$ cat src/rtl/mem_access_ctrl.sv
// Data-memory access controller: sequences loads and stores over a req/ack bus and freezes the pipeline.
// Requests are issued from registers. Completion is ack-driven, and an ACCESS that runs too long is aborted by a timeout.
module mem_access_ctrl #(
  parameter int TIMEOUT_CYCLES = 255
) (
  input  logic        clk,
  input  logic        rst,
  input  logic        EX_MEM_MemRead,
  input  logic        EX_MEM_MemWrite,
  input  logic [31:0] EX_MEM_ALUOut,
  input  logic [31:0] EX_MEM_WriteData,
  output logic        mem_req,
  output logic        mem_we,
  output logic [31:0] mem_addr,
  output logic [31:0] mem_wdata,
  input  logic        mem_ack,
  input  logic [31:0] mem_rdata,
  output logic [31:0] MEM_Read_Data,
  output logic        stall,
  output logic        mem_wb_bubble,
  output logic        bus_error,
  output logic [31:0] stall_count
);

  localparam int CW = $clog2(TIMEOUT_CYCLES + 1);
  localparam logic [CW-1:0] CNT_LAST = CW'(TIMEOUT_CYCLES - 1);

  typedef enum logic [1:0] {IDLE, ACCESS, DONE} state_t;

  state_t        state;
  logic [CW-1:0] cnt;
  logic          memop;

  assign memop         = EX_MEM_MemRead | EX_MEM_MemWrite;
  assign stall         = !rst && ((state == IDLE && memop) || state == ACCESS);
  assign mem_wb_bubble = stall;

  always_ff @(posedge clk) begin
    if (rst) begin
      state         <= IDLE;
      cnt           <= '0;
      mem_req       <= 1'b0;
      mem_we        <= 1'b0;
      mem_addr      <= '0;
      mem_wdata     <= '0;
      MEM_Read_Data <= '0;
      bus_error     <= 1'b0;
      stall_count   <= '0;
    end else begin
      bus_error <= 1'b0;
      if (stall && stall_count != 32'hFFFF_FFFF)
        stall_count <= stall_count + 32'd1;

      case (state)
        IDLE: begin
          if (memop) begin
            // A load/store conflict resolves to a write.
            mem_req   <= 1'b1;
            mem_we    <= EX_MEM_MemWrite;
            mem_addr  <= EX_MEM_ALUOut;
            mem_wdata <= EX_MEM_WriteData;
            cnt       <= '0;
            state     <= ACCESS;
          end
        end
        ACCESS: begin
          if (mem_ack) begin
            MEM_Read_Data <= mem_rdata;
            mem_req       <= 1'b0;
            state         <= DONE;
          end else if (cnt == CNT_LAST) begin
            MEM_Read_Data <= 32'hDEAD_BEEF;
            mem_req       <= 1'b0;
            bus_error     <= 1'b1;
            state         <= DONE;
          end else begin
            cnt <= cnt + 1'b1;
          end
        end
        DONE:    state <= IDLE;
        default: state <= IDLE;
      endcase
    end
  end

endmodule

$ cat config.mk
export PLATFORM = sky130hd
export DESIGN_NAME = mem_access_ctrl
export DESIGN_NICKNAME = d
export VERILOG_FILES = /design/src/rtl/mem_access_ctrl.sv
export SDC_FILE = /design/constraint.sdc
export NUM_CORES = 1
export LEC_CHECK = 0
export CORE_MARGIN = 3
export CORE_UTILIZATION = 46
export DETAILED_ROUTE_END_ITERATION = 12
export GPL_TIMING_DRIVEN = 1
export HOLD_SLACK_MARGIN = 0.02
export MAX_ROUTING_LAYER = met4
export PLACE_DENSITY = 0.86
export SETUP_SLACK_MARGIN = 0.1
export SYNTH_ARGS = -nofsm -noshare
export SYNTH_HDL_FRONTEND = slang
export SYNTH_SLANG_ARGS = --single-unit
$ cat constraint.sdc
create_clock -name clk -period 5 [get_ports clk]
set_clock_uncertainty 0.15 [all_clocks]
set_input_delay 1 -clock clk [delete_from_list [all_inputs] [get_ports clk]]
set_output_delay 1 -clock clk [all_outputs]
set_load 0.02 [all_outputs]
### Metal 1, run 1

Scale bar: 20 um.
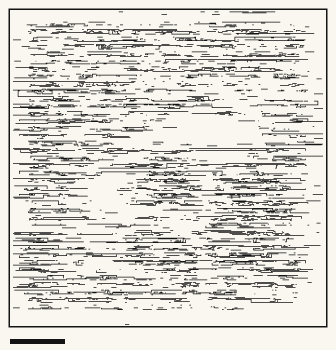
main direction: horizontal
longest straight run: 40.0 um
wire length on this layer: 6820 um
nets with wire on the layer: 884
share of all routed wire: 43%
DR vias: 5614
Routed WL: 15900 um

### The metal 2 layer, run 1

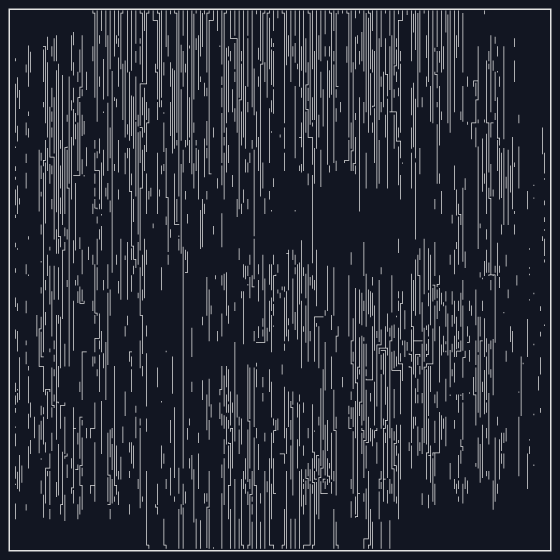
wire length on this layer: 7850 um
main direction: vertical
share of all routed wire: 49%
longest straight run: 47.3 um

==> deck_impl_summary.md, run 1 <==
Key Metrics from the Run

Place
  – Port bufs: 233
  – Dpl hpwl: 11000 um
  – Area after DPL: 7910 um^2

Global route
  – Gr ovfl total: 0
  – Layer with the highest usage: met2
  – Met1 Use GR: 28.9%
  – Grt met2 use: 38.7%
  – Overall routing resource usage: 23.8%
  – First-pass GRT wire length: 24800 um
  – Vias in the first global route: 5036

Pwr
  – PwrDens: 348 nW/um^2
  – Maximum vdd drop: 0.000253 V
  – Sequential Power Share: 41.3%
  – Final Power: 2.96 mW
  – Internal Pwr Total: 2.23 mW
  – P_seq: 1.22 mW

Worst setup path
  – Reg2reg start: stall_count[27]$_SDFFE_PP0P_
  – Worst path cell trace: clkdlybuf4s50_1 > or3_1 > nand2_1 > inv_1 > clkdlybuf4s50_1
  – Critical Path End Type: primary output
  – Max stage delay on crit path: 540 ps
  – CP Max Fanout: 4
  – Crit path kind: primary input to primary output

Clock tree
  – CTS root buf: clkbuf_16
  – Clock sinks: 141
  – CTS buffer count: 17
  – Postcts setup bufs: 0
  – Reg clk slew, reported paths: 50 ps
  – Clk latency late pin: 410 ps
  – CTS tree: yes
  – Post-CTS Resized: 0

Drt
  – Vias per cell: 5.36
  – WL per Instance: 15.2 um
  – Highest Signal Layer: met4
  – Metal-1 WL: 6820 um

Synthesis
  – Number of flops mapped to enable cells by yosys: 0
  – Yosys chip area: 5510 um^2
  – Xor/xnor share: 1.11%
  – Post-Synthesis Net Count: 783
  – Dominant flop cell: dfxtp_1
  – Yosys Instances: 679
  – Synth Seq Share: 51.2%
  – Synth cell count leaders: nand2_1, dfxtp_1, a21oi_1, nor2_1, clkbuf_1
  – Area of the mapped netlist: 5510 um^2

Min path
  – Min-delay src: mem_wdata[20]$_SDFFE_PP0P_

Flow run
  – Max-Cap Viols: 0

STA
  – Fmax: 260 MHz
  – Slew HR: 22.6%
  – Fin. Hold Viols: 0
  – RSZ-0062 raised after global routing: false
  – Tmin final: 3850 ps

Outcome
  – Status: finished, final reports clean

Floorplan
  – Row count: 39

Final layout
  – Filler Cell Count: 878
### The metal 3 layer, run 1

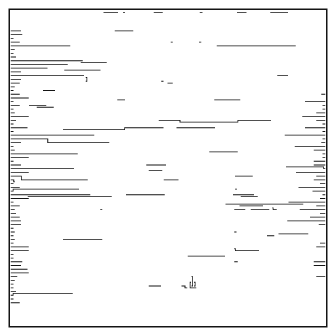
main direction: horizontal
nets with wire on the layer: 146
longest straight run: 30.4 um
share of all routed wire: 6.8%
wire length on this layer: 1080 um
grt met3 use: 6.84%

run 1: state kept, by name (all words and copies together), names as in the netlist, 2 cells and up:
register / flops
MEM_Read_Data: 32
mem_addr: 32
mem_wdata: 32
state: 2
stall_count: 32
cnt: 8
run 1: through the flow:
stage | util (%) | setup slack (ps) | hold WS [ps] | std cells
final | 73.5 | 1150 | 300 | 1048
after global routing | 73.5 | 1080 | 317 | 1048
after CTS | 73.5 | 1150 | 303 | 1048
after detailed placement | 68.4 | 1150 | 296 | 1018
after global placement | 68.4 | 1180 | 291 | 1018
after floorplan | - | 2050 | 295 | 679
run 1: cell type report:
cell class	count	share of cell area (%)
Tap cell	143	2.10
Multi-Input combinational cell	486	29.4
Clock inverter	7	1.32
Sequential cell	141	33.2
Timing Repair Buffer	240	28.0
Clock buffer	23	5.62
Inverter	8	0.353
run 1: cells in the final DEF (no fill, tap or decap), drive strengths merged, types with 2 or more instances in the layout:
master         Yosys  final
buf                8      8
nor2b              3      3
a31oi              2      2
nand2b             5      5
nand2            146    146
o41ai              2      2
a211oi             2      2
dfxtp            141    141
clkbuf            36     23
nor2              53     53
or4                6      6
o22ai              3      3
o2bb2ai            3      3
o31ai              6      6
ha                 3      3
and4               8      8
nand3             12     12
nor4               2      2
and3               6      6
nor3              25     25
inv                8      8
a311oi             3      3
mux2i              2      2
clkinv             0      3
clkdlybuf4s50      0    232
and2               5      5
or3               20     20
a22oi              9      9
o21ai             21     21
xnor2              6      6
nand4             10     10
a21oi            115    115
bufinv             0      3
run 1: final timing paths:
check	slack, ps	cells past startpoint	to
setup reg to reg	2340	5	stall_count[5]$_SDFFE_PP0P_
setup / recovery	1150	5	mem_wb_bubble
hold / removal	300	2	mem_wdata[20]$_SDFFE_PP0P_
hold reg to reg	300	2	mem_wdata[20]$_SDFFE_PP0P_
==> run 2, diff against run 1 <==
--- a/config.mk
+++ b/config.mk
@@ -6,12 +6,12 @@
 export NUM_CORES = 1
 export LEC_CHECK = 0
 export CORE_MARGIN = 3
-export CORE_UTILIZATION = 46
+export CORE_UTILIZATION = 38
 export DETAILED_ROUTE_END_ITERATION = 12
 export GPL_TIMING_DRIVEN = 1
 export HOLD_SLACK_MARGIN = 0.02
 export MAX_ROUTING_LAYER = met4
-export PLACE_DENSITY = 0.86
+export PLACE_DENSITY = 0.76
 export SETUP_SLACK_MARGIN = 0.1
 export SYNTH_ARGS = -nofsm -noshare
 export SYNTH_HDL_FRONTEND = slang
==> constraint.sdc (replaced) <==
create_clock -name clk -period 3.5 [get_ports clk]
set_clock_uncertainty 0.15 [all_clocks]
set_input_delay 0.7 -clock clk [delete_from_list [all_inputs] [get_ports clk]]
set_output_delay 0.7 -clock clk [all_outputs]
set_load 0.02 [all_outputs]
### Routing congestion map, run 2

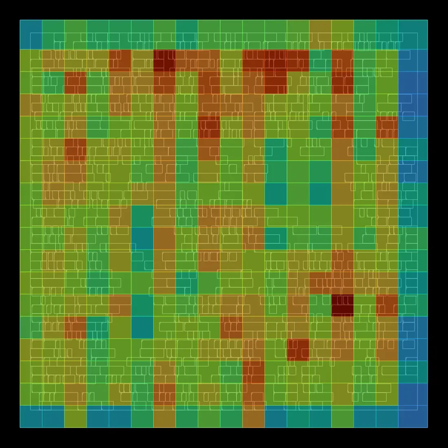
grt met2 use: 32.5%
Final Util: 61.4%
grt met3 use: 5.77%

==> run 2 against run 1 <==
Effect of this change:
- hold slack hardly changed
- largest power group unchanged
- wire length is 2.2% higher
- first-iteration DRC count is 18% higher
- total power is 48% higher
- clock power is 55% higher
- utilization is 12 points lower
- sequential cell count stayed put
- highest routed layer unchanged
- cell count is 3.6% higher
==> deck_impl_summary.md, run 2 <==
Key Metrics from the Run

Outcome
  – Status: finished, final reports clean

Worst setup path
  – Most frequent CP cell: clkdlybuf4s50_1
  – Critical Path End Type: primary output
  – CP Max Fanout: 4
  – Worst path cell trace: clkdlybuf4s50_1 > or3_1 > nand2_1 > inv_1 > clkdlybuf4s50_1
  – R2R setup slack: 720 ps
  – Crit path kind: primary input to primary output
  – Max stage delay on crit path: 540 ps
  – CP Buf/Inv Count: 3

Final layout
  – ClkCell Share: 7.45%
  – Filler Cell Count: 1237
  – Top Layout Cells: clkdlybuf4s50_1, nand2_1, dfxtp_1
  – # clk buffers: 22
  – Logic share of the area: 29.0%
  – Non-clock inverters: 8
  – Synthesis-to-layout area growth: 56.6%
  – Flop Count: 141
  – Flop share of the area: 32.7%
  – Signal buf overhead: 27.9%
  – Multi-input gate count: 486
  – Bufs w/o clock: 240
  – Area of the multi-input gates: 2500 um^2
  – Reg area: 2820 um^2
  – Commonest Layout Cell: clkdlybuf4s50_1
  – Biggest Area Class: sequential cells

Global route
  – Overall routing resource usage: 20.5%
  – Gr ovfl total: 0
  – First-pass GRT wire length: 26200 um
  – Initial antenna violation count: 0
  – Vias in the first global route: 5326

Synthesis
  – Post-Synthesis Net Count: 783
  – Syn Area/Cell: 8.11 um^2
  – Area of the mapped netlist: 5510 um^2
  – Dominant flop cell: dfxtp_1
  – Synth area leaders: dfxtp_1, a21oi_1, nand2_1
  – Number of flops mapped to enable cells by yosys: 0
  – Synth cell count leaders: nand2_1, dfxtp_1, a21oi_1, nor2_1, clkbuf_1
  – Yosys Instances: 679
  – Yosys warns: 0
  – Post-synth ARST share: 0%
  – Yosys chip area: 5510 um^2
  – Synth Seq Share: 51.2%
  – Synth top cell by count: nand2_1

Clock tree
  – Clock sinks: 141
  – Cts hold-fix bufs: 0
  – Postcts setup bufs: 0
  – CTS tree: yes
  – CTS buffer count: 17
  – Clk latency late pin: 410 ps
  – CTS root buf: clkbuf_16
  – Post-CTS Resized: 0
  – Reg clk slew, reported paths: 60 ps
  – CTS Buffer Depth: 2

Place
  – Port bufs: 233
  – Area after DPL: 7980 um^2
  – Dpl hpwl: 11100 um

Floorplan
  – Fp util: 39.2%
  – Die ar.: 16000 um^2
  – Tapcells: 180
  – Row count: 43

Flow run
  – Max-Cap Viols: 0

STA
  – Slew @ Worst Pin: 1280 ps
  – Fmax: 310 MHz
  – Tmin final: 3230 ps
  – Slew HR: 13.0%
  – Final Max Slew Viols: 0
  – Final setup TNS: 0 ps
  – RSZ-0062 raised after global routing: false
  – Fin. Hold Viols: 0

Drt
  – DRC Markers: 0
  – WL per Instance: 15.0 um
  – Antenna-violating nets left: 0
  – Vias per cell: 5.15

Pwr
  – Maximum vdd drop: 0.000400 V
  – PwrDens: 507 nW/um^2

Min path
  – Hold Path Class: flop to flop
### The metal 2 layer, run 2

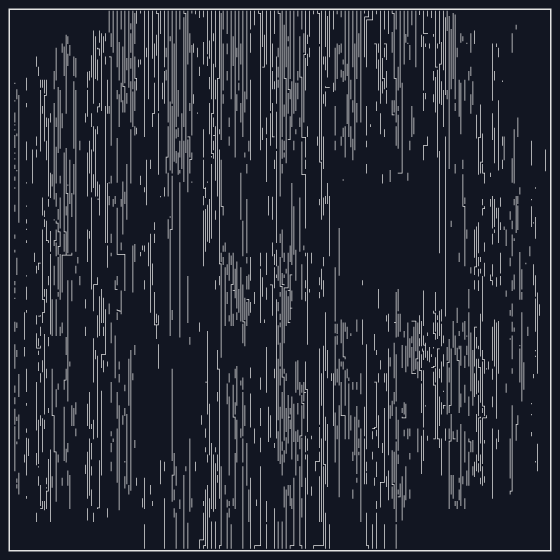
DR vias: 5588
Routed WL: 16300 um

run 2: cell counts after synthesis:
No cell type changed its count.
run 2: layer usage:
layer	GRT usage [%]	wire length, um	vias up
met4	7.95	257	0
met2	32.5	7930	188
met1	24.9	7030	2596
li1	-	-	2782
met3	5.77	1080	22
met5	-	0	-
run 2: logic make-up (layout without fill, tap and decap cells):
kind of cell | after synthesis | after routing | synth area share (%)
mux | 3 | 3 | 0.568
fa+ha+maj | 3 | 3 | 0.681
simple gates | 302 | 302 | 25.2
xor+xnor | 7 | 7 | 1.11
compound gates | 171 | 171 | 17.4
flops | 141 | 141 | 51.2
buf+inv | 52 | 279 | 3.75
run 2: power by group:
part	internal, mW	switching, mW
logic	0.328	0.358
registers	1.70	0.0470
clock network	1.27	0.678
run 2: worst paths after layout:
path	from	to	cells past startpoint
hold reg to reg	mem_addr[31]$_SDFFE_PP0P_	mem_addr[31]$_SDFFE_PP0P_	2
setup reg to reg	stall_count[18]$_SDFFE_PP0P_	stall_count[21]$_SDFFE_PP0P_	5
hold / removal	mem_addr[31]$_SDFFE_PP0P_	mem_addr[31]$_SDFFE_PP0P_	2
setup / recovery	EX_MEM_MemWrite	mem_wb_bubble	5
run 2: stage by stage:
step	power (mW)	hold WS (ps)	worst slack (ps)	std cells
2_1_floorplan	2.10	295	1150	679
3_3_place_gp	2.46	290	282	1055
3_5_place_dp	2.47	296	267	1055
4_1_cts	4.43	303	264	1086
5_1_grt	4.55	323	207	1086
6_report	4.38	300	271	1086
run 2: worst min-delay path: stages, from the launching register on:
cell and delay, ps:
dfxtp_1 300, nand2_1 50, a21oi_1 50
==> run 3, diff against run 2 <==
--- a/config.mk
+++ b/config.mk
@@ -5,10 +5,10 @@
 export SDC_FILE = /design/constraint.sdc
 export NUM_CORES = 1
 export LEC_CHECK = 0
+export CAP_MARGIN = 20
 export CORE_MARGIN = 3
 export CORE_UTILIZATION = 38
 export DETAILED_ROUTE_END_ITERATION = 12
-export GPL_TIMING_DRIVEN = 1
 export HOLD_SLACK_MARGIN = 0.02
 export MAX_ROUTING_LAYER = met4
 export PLACE_DENSITY = 0.76
### The metal 2 layer, run 3

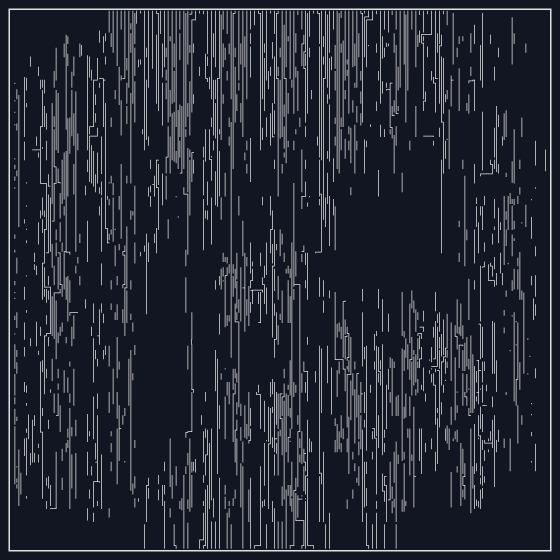
Routed WL: 16200 um
DR vias: 5545

==> run 3 against run 2 <==
Effect of this change:
- register-to-register slack improved by 150 ps
- utilization hardly changed
- critical path depth unchanged
- total power decreased by 0.59%
- critical path type unchanged
- largest cell class unchanged
==> deck_impl_summary.md, run 3 <==
Key Metrics from the Run

Drt
  – Metal-1 WL: 7220 um
  – WL per Instance: 14.9 um
  – Met2 wire length: 7770 um
  – Iter 0 DRT Violations: 298
  – Detail Route met3 WL: 1050 um
  – Antenna-violating nets left: 0
  – Vias per cell: 5.10
  – DRC Markers: 0
  – Highest Signal Layer: met4

STA
  – Period Utilization, post-route: 92.6%
  – Slew HR: 29.3%
  – Tmin final: 3240 ps
  – Final Max Slew Viols: 0
  – Slew @ Worst Pin: 1050 ps
  – Final setup TNS: 0 ps
  – Fin. Hold Viols: 0
  – Final hold slack: 300 ps
  – Fmax: 309 MHz

Worst setup path
  – Critical Path Stages: 5
  – Max stage delay on crit path: 540 ps
  – CP startpoint: EX_MEM_MemWrite
  – Most frequent CP cell: clkdlybuf4s50_1
  – Crit path kind: primary input to primary output
  – Critical Path End Type: primary output
  – Reg2reg start: stall_count[27]$_SDFFE_PP0P_
  – R2R setup slack: 870 ps
  – CP Buf/Inv Count: 3
  – Worst Setup EP: mem_wb_bubble
  – Reg2reg end: stall_count[5]$_SDFFE_PP0P_
  – Worst path cell trace: clkdlybuf4s50_1 > or3_1 > nand2_1 > inv_1 > clkdlybuf4s50_1

Clock tree
  – Postcts setup bufs: 0
  – CTS root buf: clkbuf_16
  – CTS tree: yes
  – Post-CTS Resized: 0
  – Clock sinks: 141
  – CTS Buffer Depth: 2
  – CTS buffer count: 17
  – Reg clk slew, reported paths: 50 ps

Global route
  – Grt met2 use: 32.9%
  – First-pass GRT wire length: 25900 um
  – Initial antenna violation count: 0
  – Met1 Use GR: 24.5%
  – Overall routing resource usage: 20.2%
  – Grt met3 use: 6.44%
  – Layer with the highest usage: met2
  – Vias in the first global route: 5297

Final layout
  – Commonest Layout Cell: clkdlybuf4s50_1
  – Ant diodes: 0
  – Synthesis-to-layout area growth: 56.6%
  – NumNets Final: 999
  – Top Layout Cells: clkdlybuf4s50_1, nand2_1, dfxtp_1
  – Non-filler cells, final: 1088

Pwr
  – Maximum vdd drop: 0.000354 V
  – PwrDens: 504 nW/um^2
  – Final Power: 4.35 mW

Synthesis
  – Post-synth ARST share: 0%
  – Synth Seq Share: 51.2%
  – Synth cell types: 44
  – Dominant flop cell: dfxtp_1
  – Synth cell count leaders: nand2_1, dfxtp_1, a21oi_1, nor2_1, clkbuf_1
  – Yosys Instances: 679
  – Post-Synthesis Net Count: 783
  – Syn Area/Cell: 8.11 um^2
  – Yosys chip area: 5510 um^2
  – Yosys warns: 0
  – Synth top cell by count: nand2_1
  – Post-synth top area cell: dfxtp_1
  – Area of the mapped netlist: 5510 um^2
  – Synth area leaders: dfxtp_1, a21oi_1, nand2_1
  – Number of flops mapped to enable cells by yosys: 0

Floorplan
  – Row count: 43
  – Die ar.: 16000 um^2
  – Fp util: 39.2%

Min path
  – Hold Path Class: flop to flop
  – WHS Path Cells: 2

Outcome
  – Status: finished, final reports clean

Place
  – Dpl hpwl: 11200 um
  – Cells after DPL: 1056
### Port wiring, run 3

Scale bar: 50 um.
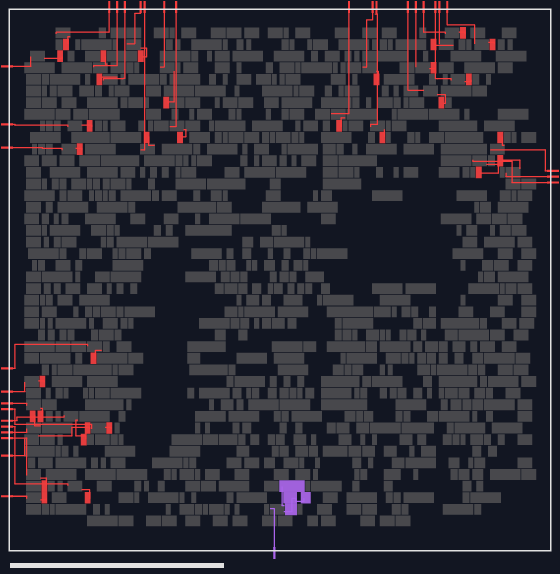
| colour | port | direction | edge | end cells | buffers | wire |
|---|---|---|---|---|---|---|
| red | `EX_MEM_ALUOut` | input | 16 top, 13 left, 3 right | 32 | 32 | 633 um |
| purple | `EX_MEM_MemWrite` | input | bottom | 4 | 1 | 24.2 um |
port bufs: 233
I/O Pins: 234

[run 3: cell counts after synthesis]
No cell type changed its count.
[run 3: power breakdown]
| group | switching (mW) | internal, mW |
|---|---|---|
| Clock | 0.672 | 1.25 |
| Sequential | 0.0467 | 1.70 |
| Combinational | 0.356 | 0.328 |
| Total | 1.07 | 3.28 |
[run 3: kinds of logic after synthesis]
family / count (synthesis) / share of synthesized area (%)
xor gates and xnor gates: 7 / 1.11
adders and majority gates: 3 / 0.681
buffers and inverters: 52 / 3.75
DFF: 141 / 51.2
muxes: 3 / 0.568
and+or+nand+nor: 302 / 25.2
AOI/OAI and AO/OA: 171 / 17.4
[run 3: area by class of cell]
class,instances,area (um^2)
timing repair buffer,241,2410
sequential,141,2820
clock inverter,10,161
multi-input combinational,486,2500
clock buffer,22,474
inverter,8,30.0
tap,180,225
fill,1226,5420
[run 3: worst min-delay path by stage]
stage | start | end
6_report | mem_wdata[22]$_SDFFE_PP0P_ | mem_wdata[22]$_SDFFE_PP0P_
5_1_grt | mem_wdata[1]$_SDFFE_PP0P_ | mem_wdata[1]$_SDFFE_PP0P_
4_1_cts | mem_wdata[22]$_SDFFE_PP0P_ | mem_wdata[22]$_SDFFE_PP0P_
3_5_place_dp | mem_wdata[22]$_SDFFE_PP0P_ | mem_wdata[22]$_SDFFE_PP0P_
3_3_place_gp | mem_addr[20]$_SDFFE_PP0P_ | mem_addr[20]$_SDFFE_PP0P_
2_1_floorplan | cnt[6]$_SDFFE_PP0P_ | cnt[6]$_SDFFE_PP0P_
[run 3: stage by stage]
stage          instance area (um^2)  worst slack, ps
2_1_floorplan                  5510             1150
3_3_place_gp                   7980              282
3_5_place_dp                   7990              260
4_1_cts                        8620              256
5_1_grt                        8620              159
6_report                       8620              260
Power figures rest on the tool's default switching activity, not on a simulated workload.
